**src/rtl/fp_mult_pack.sv**
```systemverilog
// fp_mult_pack: final stage of the fp_mult datapath.
// Packs the rounded mantissa/exponent and operand special-case flags into an
// IEEE-754 single-precision word. The stage is a registered valid/ready stage
// with a two-entry skid buffer, and it keeps a sticky exception status word.

package fp_mult_pack_pkg;
  // Rounding modes shared with the rounding stage. Only the overflow result
  // depends on the mode here.
  typedef enum logic [2:0] {
    IEEE_near = 3'd0,
    IEEE_zero = 3'd1,
    IEEE_pinf = 3'd2,
    IEEE_ninf = 3'd3,
    near_up   = 3'd4,
    away_zero = 3'd5
  } round_values;

  // Exception flag bit positions inside the 5-bit flags/status words.
  localparam int FLAG_INVALID   = 4;
  localparam int FLAG_DIVZERO   = 3;
  localparam int FLAG_OVERFLOW  = 2;
  localparam int FLAG_UNDERFLOW = 1;
  localparam int FLAG_INEXACT   = 0;
endpackage

module fp_mult_pack
  import fp_mult_pack_pkg::*;
#(
  parameter round_values round = IEEE_near
) (
  input  logic        clk,
  input  logic        rst_n,
  input  logic        in_valid,
  output logic        in_ready,
  input  logic [25:0] rounding_result,
  input  logic [9:0]  round_exponent,
  input  logic        sign,
  input  logic        in_nan,
  input  logic        in_invalid,
  input  logic        in_inf,
  input  logic        in_zero,
  output logic        out_valid,
  input  logic        out_ready,
  output logic [31:0] result,
  output logic [4:0]  flags,
  input  logic        clr_status,
  output logic [4:0]  status
);

  localparam logic [31:0] QNAN_WORD   = 32'h7FC00000;
  localparam logic [30:0] INF_MAG     = 31'h7F800000;
  localparam logic [30:0] MAX_MAG     = 31'h7F7FFFFF;
  localparam logic [30:0] ZERO_MAG    = 31'h00000000;

  // Overflow magnitude for a given sign under the configured rounding mode:
  // modes that round towards the infinity on that side saturate to inf,
  // the others saturate to the largest finite number.
  function automatic logic [31:0] overflow_word(input logic sgn);
    logic [31:0] w;
    w = {sgn, INF_MAG};
    case (round)
      IEEE_near: w = {sgn, INF_MAG};
      near_up:   w = {sgn, INF_MAG};
      away_zero: w = {sgn, INF_MAG};
      IEEE_zero: w = {sgn, MAX_MAG};
      IEEE_pinf: w = sgn ? {1'b1, MAX_MAG} : {1'b0, INF_MAG};
      IEEE_ninf: w = sgn ? {1'b1, INF_MAG} : {1'b0, MAX_MAG};
      default:   w = {sgn, INF_MAG};
    endcase
    return w;
  endfunction

  // Packs one transaction into {flags[4:0], word[31:0]} following the
  // special-case priority: NaN/invalid, inf, zero, overflow, underflow, normal.
  function automatic logic [36:0] pack_word(
    input logic [25:0] rr,
    input logic [9:0]  ex,
    input logic        sgn,
    input logic        nan,
    input logic        inv,
    input logic        inf,
    input logic        zero
  );
    logic [31:0] w;
    logic [4:0]  f;
    w = 32'h00000000;
    f = 5'b00000;
    if (nan || inv) begin
      w = QNAN_WORD;
      f[FLAG_INVALID] = inv;
    end else if (inf) begin
      w = {sgn, INF_MAG};
    end else if (zero) begin
      w = {sgn, ZERO_MAG};
    end else if ($signed(ex) >= $signed(10'sd255)) begin
      w = overflow_word(sgn);
      f[FLAG_OVERFLOW] = 1'b1;
      f[FLAG_INEXACT]  = 1'b1;
    end else if ($signed(ex) <= $signed(10'sd0)) begin
      // Flush to zero: denormals are not produced by this datapath.
      w = {sgn, ZERO_MAG};
      f[FLAG_UNDERFLOW] = 1'b1;
      f[FLAG_INEXACT]   = 1'b1;
    end else begin
      w = {sgn, ex[7:0], rr[22:0]};
      f[FLAG_INEXACT] = ~rr[25];
    end
    f[FLAG_DIVZERO] = 1'b0;
    return {f, w};
  endfunction

  // Bit 24 is zero after renormalisation and bit 23 is the hidden leading 1;
  // neither is stored in the packed word.
  logic unused_rr_bits_s;
  assign unused_rr_bits_s = &{1'b0, rounding_result[24:23]};

  logic [36:0] packed_s;
  logic [31:0] pack_res_s;
  logic [4:0]  pack_flg_s;

  assign packed_s   = pack_word(rounding_result, round_exponent, sign,
                                in_nan, in_invalid, in_inf, in_zero);
  assign pack_res_s = packed_s[31:0];
  assign pack_flg_s = packed_s[36:32];

  // Entry 0 is the output register, entry 1 the skid slot.
  logic        v0_r, v1_r;
  logic [31:0] res0_r, res1_r;
  logic [4:0]  flg0_r, flg1_r;
  logic [4:0]  status_r;

  logic        v0_n, v1_n;
  logic [31:0] res0_n, res1_n;
  logic [4:0]  flg0_n, flg1_n;
  logic [4:0]  status_n;

  logic        accept_s;
  logic        xfer_s;

  // in_ready comes straight from the skid-slot register, so it never depends
  // combinationally on out_ready, and it reads 1 while reset clears v1_r.
  assign in_ready  = ~v1_r;
  assign accept_s  = in_valid & ~v1_r;
  assign xfer_s    = v0_r & out_ready;

  assign out_valid = v0_r;
  assign result    = res0_r;
  assign flags     = flg0_r;
  assign status    = status_r;

  // Next-state of the two buffer entries: FIFO order, entry 0 held stable
  // while stalled, skid slot promoted into entry 0 on a transfer.
  always_comb begin
    v0_n   = v0_r;
    res0_n = res0_r;
    flg0_n = flg0_r;
    v1_n   = v1_r;
    res1_n = res1_r;
    flg1_n = flg1_r;
    if (xfer_s) begin
      if (v1_r) begin
        // Skid slot full implies no accept this cycle (in_ready was 0).
        res0_n = res1_r;
        flg0_n = flg1_r;
        v1_n   = 1'b0;
      end else if (accept_s) begin
        res0_n = pack_res_s;
        flg0_n = pack_flg_s;
      end else begin
        v0_n = 1'b0;
      end
    end else if (accept_s) begin
      if (!v0_r) begin
        v0_n   = 1'b1;
        res0_n = pack_res_s;
        flg0_n = pack_flg_s;
      end else begin
        v1_n   = 1'b1;
        res1_n = pack_res_s;
        flg1_n = pack_flg_s;
      end
    end else begin
      v0_n = v0_r;
    end
  end

  // Sticky status: a transfer ORs in its flags (after an optional clear),
  // a clear without a transfer empties the status.
  always_comb begin
    status_n = status_r;
    if (xfer_s) begin
      status_n = (clr_status ? 5'b00000 : status_r) | flg0_r;
    end else if (clr_status) begin
      status_n = 5'b00000;
    end else begin
      status_n = status_r;
    end
  end

  // State registers; reset discards both entries at once.
  always_ff @(posedge clk or negedge rst_n) begin
    if (!rst_n) begin
      v0_r     <= 1'b0;
      v1_r     <= 1'b0;
      res0_r   <= 32'h00000000;
      res1_r   <= 32'h00000000;
      flg0_r   <= 5'b00000;
      flg1_r   <= 5'b00000;
      status_r <= 5'b00000;
    end else begin
      v0_r     <= v0_n;
      v1_r     <= v1_n;
      res0_r   <= res0_n;
      res1_r   <= res1_n;
      flg0_r   <= flg0_n;
      flg1_r   <= flg1_n;
      status_r <= status_n;
    end
  end

endmodule

```
**config.mk**
```make
export PLATFORM = sky130hd
export DESIGN_NAME = fp_mult_pack
export DESIGN_NICKNAME = d
export VERILOG_FILES = /design/src/rtl/fp_mult_pack.sv
export SDC_FILE = /design/constraint.sdc
export NUM_CORES = 1
export LEC_CHECK = 0
export ABC_AREA = 1
export CAP_MARGIN = 20
export CORE_AREA = 2 2 91 93
export CTS_CLUSTER_DIAMETER = 150
export DETAILED_ROUTE_END_ITERATION = 8
export DIE_AREA = 0 0 93 95
export HOLD_SLACK_MARGIN = 0.08
export PLACE_DENSITY = 0.83
export SLEW_MARGIN = 25
export SYNTH_ARGS = -nofsm -noshare
export SYNTH_HDL_FRONTEND = slang
export SYNTH_SLANG_ARGS = --single-unit
```
**constraint.sdc**
```tcl
create_clock -name clk -period 1.9 [get_ports clk]
set_input_delay 0.38 -clock clk [delete_from_list [all_inputs] [get_ports clk]]
set_output_delay 0.38 -clock clk [all_outputs]
set_load 0.01 [all_outputs]
```
**Nets reached from selected ports**

The bar under the picture is 20 um long.
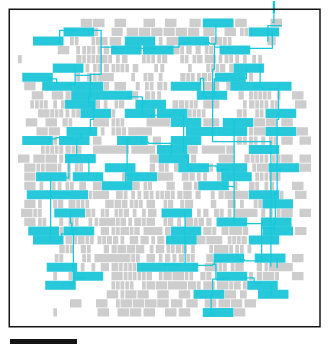
[cyan] rst_n | bits: 1 | direction: input | edge: top | end cells: 78 | buffers: 3 | wire: 620 um

**Wiring by layer**

Only two layers are drawn.
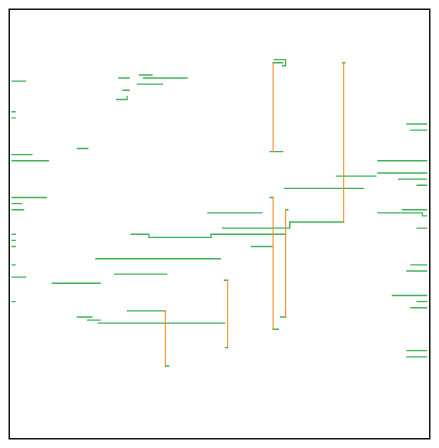
[orange] met4 | wire length: 135 um
[green] met3 | wire length: 362 um

**Where the registers sit**

Other sequential cells in the stronger gray, the rest of the logic in the fainter gray.
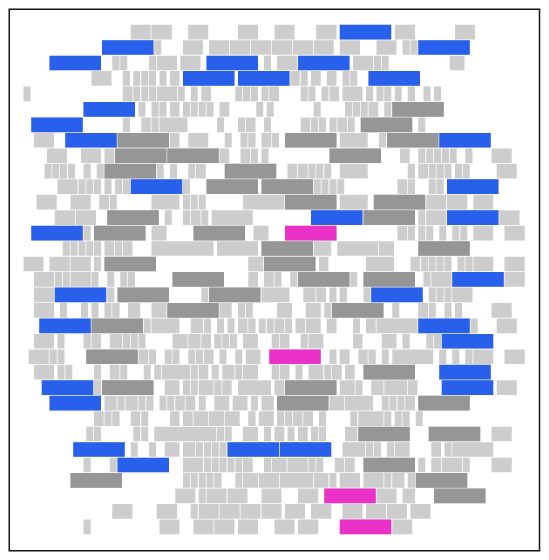
[magenta] flags | placed flops: 4
[blue] result | placed flops: 32 | where: spread over the die

**Met2 routing**

The bar under the picture is 20 um long.
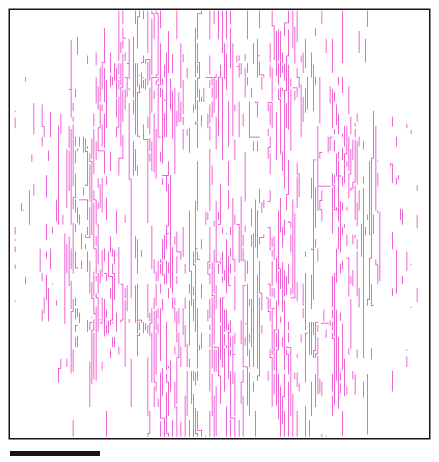
wire length on this layer: 4470 um
share of all routed wire: 50%
nets with wire on the layer: 514
count of vias placed by the detailed router: 3523
met2 Use GR: 36.7%
final WL: 8930 um

where the power goes:
part           switching (W)  leakage (nW)  internal, W
logic                0.00139          1.47      0.00139
registers           0.000304          1.00      0.00218
clock network       0.000574         0.104     0.000760
through the flow:
stage	setup TNS (ns)	power (W)	setup WS, ns
floorplan	0	0.00388	0.298
global placement	-1.90	0.00522	-0.0852
detailed placement	-2.90	0.00529	-0.109
CTS	0	0.00665	0.0940
global route	0	0.00707	0.0421
finish	0	0.00660	0.109
logic make-up after synthesis:
kind of cell             synth area share, %
AND/OR/NAND/NOR                         33.5
flip-flops                              50.8
AND-OR/OR-AND                           8.64
buffers and inverters                   6.55
adder cells (fa/ha/maj)                0.326
other                                 0.0977
state kept, by name, indices dropped and copies added, names as in the netlist:
name       count
res1_r        32
result        32
v1_r           1
flags          4
status         4
out_valid      1
flg1_r         4
==> impl.org <==
#+TITLE: Physical design notes

** Run status
- The flow ran to the end, and the final reports show no timing, DRC or antenna violations.

** Flow run
- Number of maximum-capacitance constraint violations :: 0

** GRT
- Met3 Usage GRT :: ~3.0%
- Antenna violations before repair :: 0
- Entering global routing, the biggest net connects around 50 pins.
- Summed over all layers, the global routing overflow is 0.
- met1 track demand over resource after global routing is between 20% and 30%.
- Across every metal layer, demand over resource in global routing totals between 20% and 30%.
- The first global-routing pass estimated 15300 um of wire.
- Vias in the first global route :: approximately 3400

** Critical path
- Launch point of the worst path :: v1_r
- Slack of the worst reg-to-reg path :: roughly 0.25 ns
- Peak fanout along the critical path :: 4
- Required time reported for the critical path endpoint :: between 1.5 and 2 ns
- The capture point of the worst register-to-register path is recorded as result[0].
- Max stage delay cell, worst path :: clkdlybuf4s50_1
- CP bufs+invs :: 2
- Critical-path cell list :: inv_2 > clkdlybuf4s50_1
- Kind of cell adding the most delay to the critical path :: buffers and inverters
- Per the timing report, the most critical flop-to-flop path originates at v1_r.
- OpenSTA lists the critical path endpoint as in_ready.

** Logic synthesis
- Most instantiated library cell after synthesis :: nand2_1
- Yosys stat chip area :: approximately 0.0038 mm2
- Each instance of the synthesized netlist takes up on average 7.71 um2.
- Number of cell instances after yosys synthesis :: around 500
- Summing every instance area after synthesis gives roughly 0.0038 mm2.
- The commonest register cell is dfrtp_1.
- Counting flops with a built-in enable in the synthesized netlist gives 0.
- By area the synthesized netlist is led by dfrtp_1 (51%), nand2_1 (17%), nor2_1 (7.9%), nand3_1 (3.9%), nand3_2 (2.6%).
- Async set or reset register ratio after synthesis :: 100%
- Seq/Total Area, Yosys :: around half
- Cell type with the highest aggregate area in the netlist :: dfrtp_1

** Timing
- In the finished design, the share of the clock period the worst path needs comes to 94.2%.
- Final worst clock skew :: 0.0121 ns
- The most critical hold endpoint after final layout shows a slack of roughly 0.48 ns.
- The end-of-flow timing check tallies setup violations at 0.
- Subtracting the final worst setup slack from the clock period gives 1.79 ns.
- Counting pins that exceed their max-slew limit in the final report gives 0.

** Finish
- After layout, the buffer instance count without clock buffers stands at between 100 and 150.
- Number of filler cells placed in the layout :: about 650
- After layout the clock buffers and inverters come to around 4.0% of cell area.
- The final layout contains around 650 nets.
- Layout sequential cell count :: between 70 and 80
- Compared with the post-synthesis result, the final layout area differs by 36.0%.
- Combinational gate area :: between 0.0015 and 0.002 mm2
- Across the whole layout, storage elements make up between 30% and 40% of the cell area.
- Inserted Diodes :: 0
- Sequential Area :: 0.00195 mm2
- Ranked by total area, the top cell class in this layout is registers.

** Clock network
- The post-CTS hold buffer count recorded in the log is 1.
- Number of buffers created by CTS :: 9
- Clock root buffer master :: clkbuf_8
- In this run the post-CTS setup repair buffer count came out at 0.
- TritonCTS built the clock tree.

** Floorplan
- The flow inserted roughly 110 tap cells.
- Floorplan core density :: about 48%
- Die Area :: 0.00884 mm2
- Per the OpenROAD floorplan log, the area of the core is a little under 0.008 mm2.
- The die is about 95 um tall.
- According to the I/O placement log, the pin count is around 90.

** Worst hold path
- The startpoint identified for the worst hold timing path is result[21].
- Endpoint with the worst hold slack :: result[21]

** Drt
- Iter 0 DRT Violations :: 129
- After detailed routing, the met2 layer carries around 4500 um of wire.
- Per the detail_route report, DRC violations left total 0.
- According to the report, the first pass of detailed routing completed in 5 iterations.
- In this run the top signal layer used is met4.
- The routed design uses 361 um of met3 wire.

** Power
- The script computed a power per unit cell area of approximately 1300 mW/mm2.
No activity file was given, so power comes from the tool's default toggle rates.
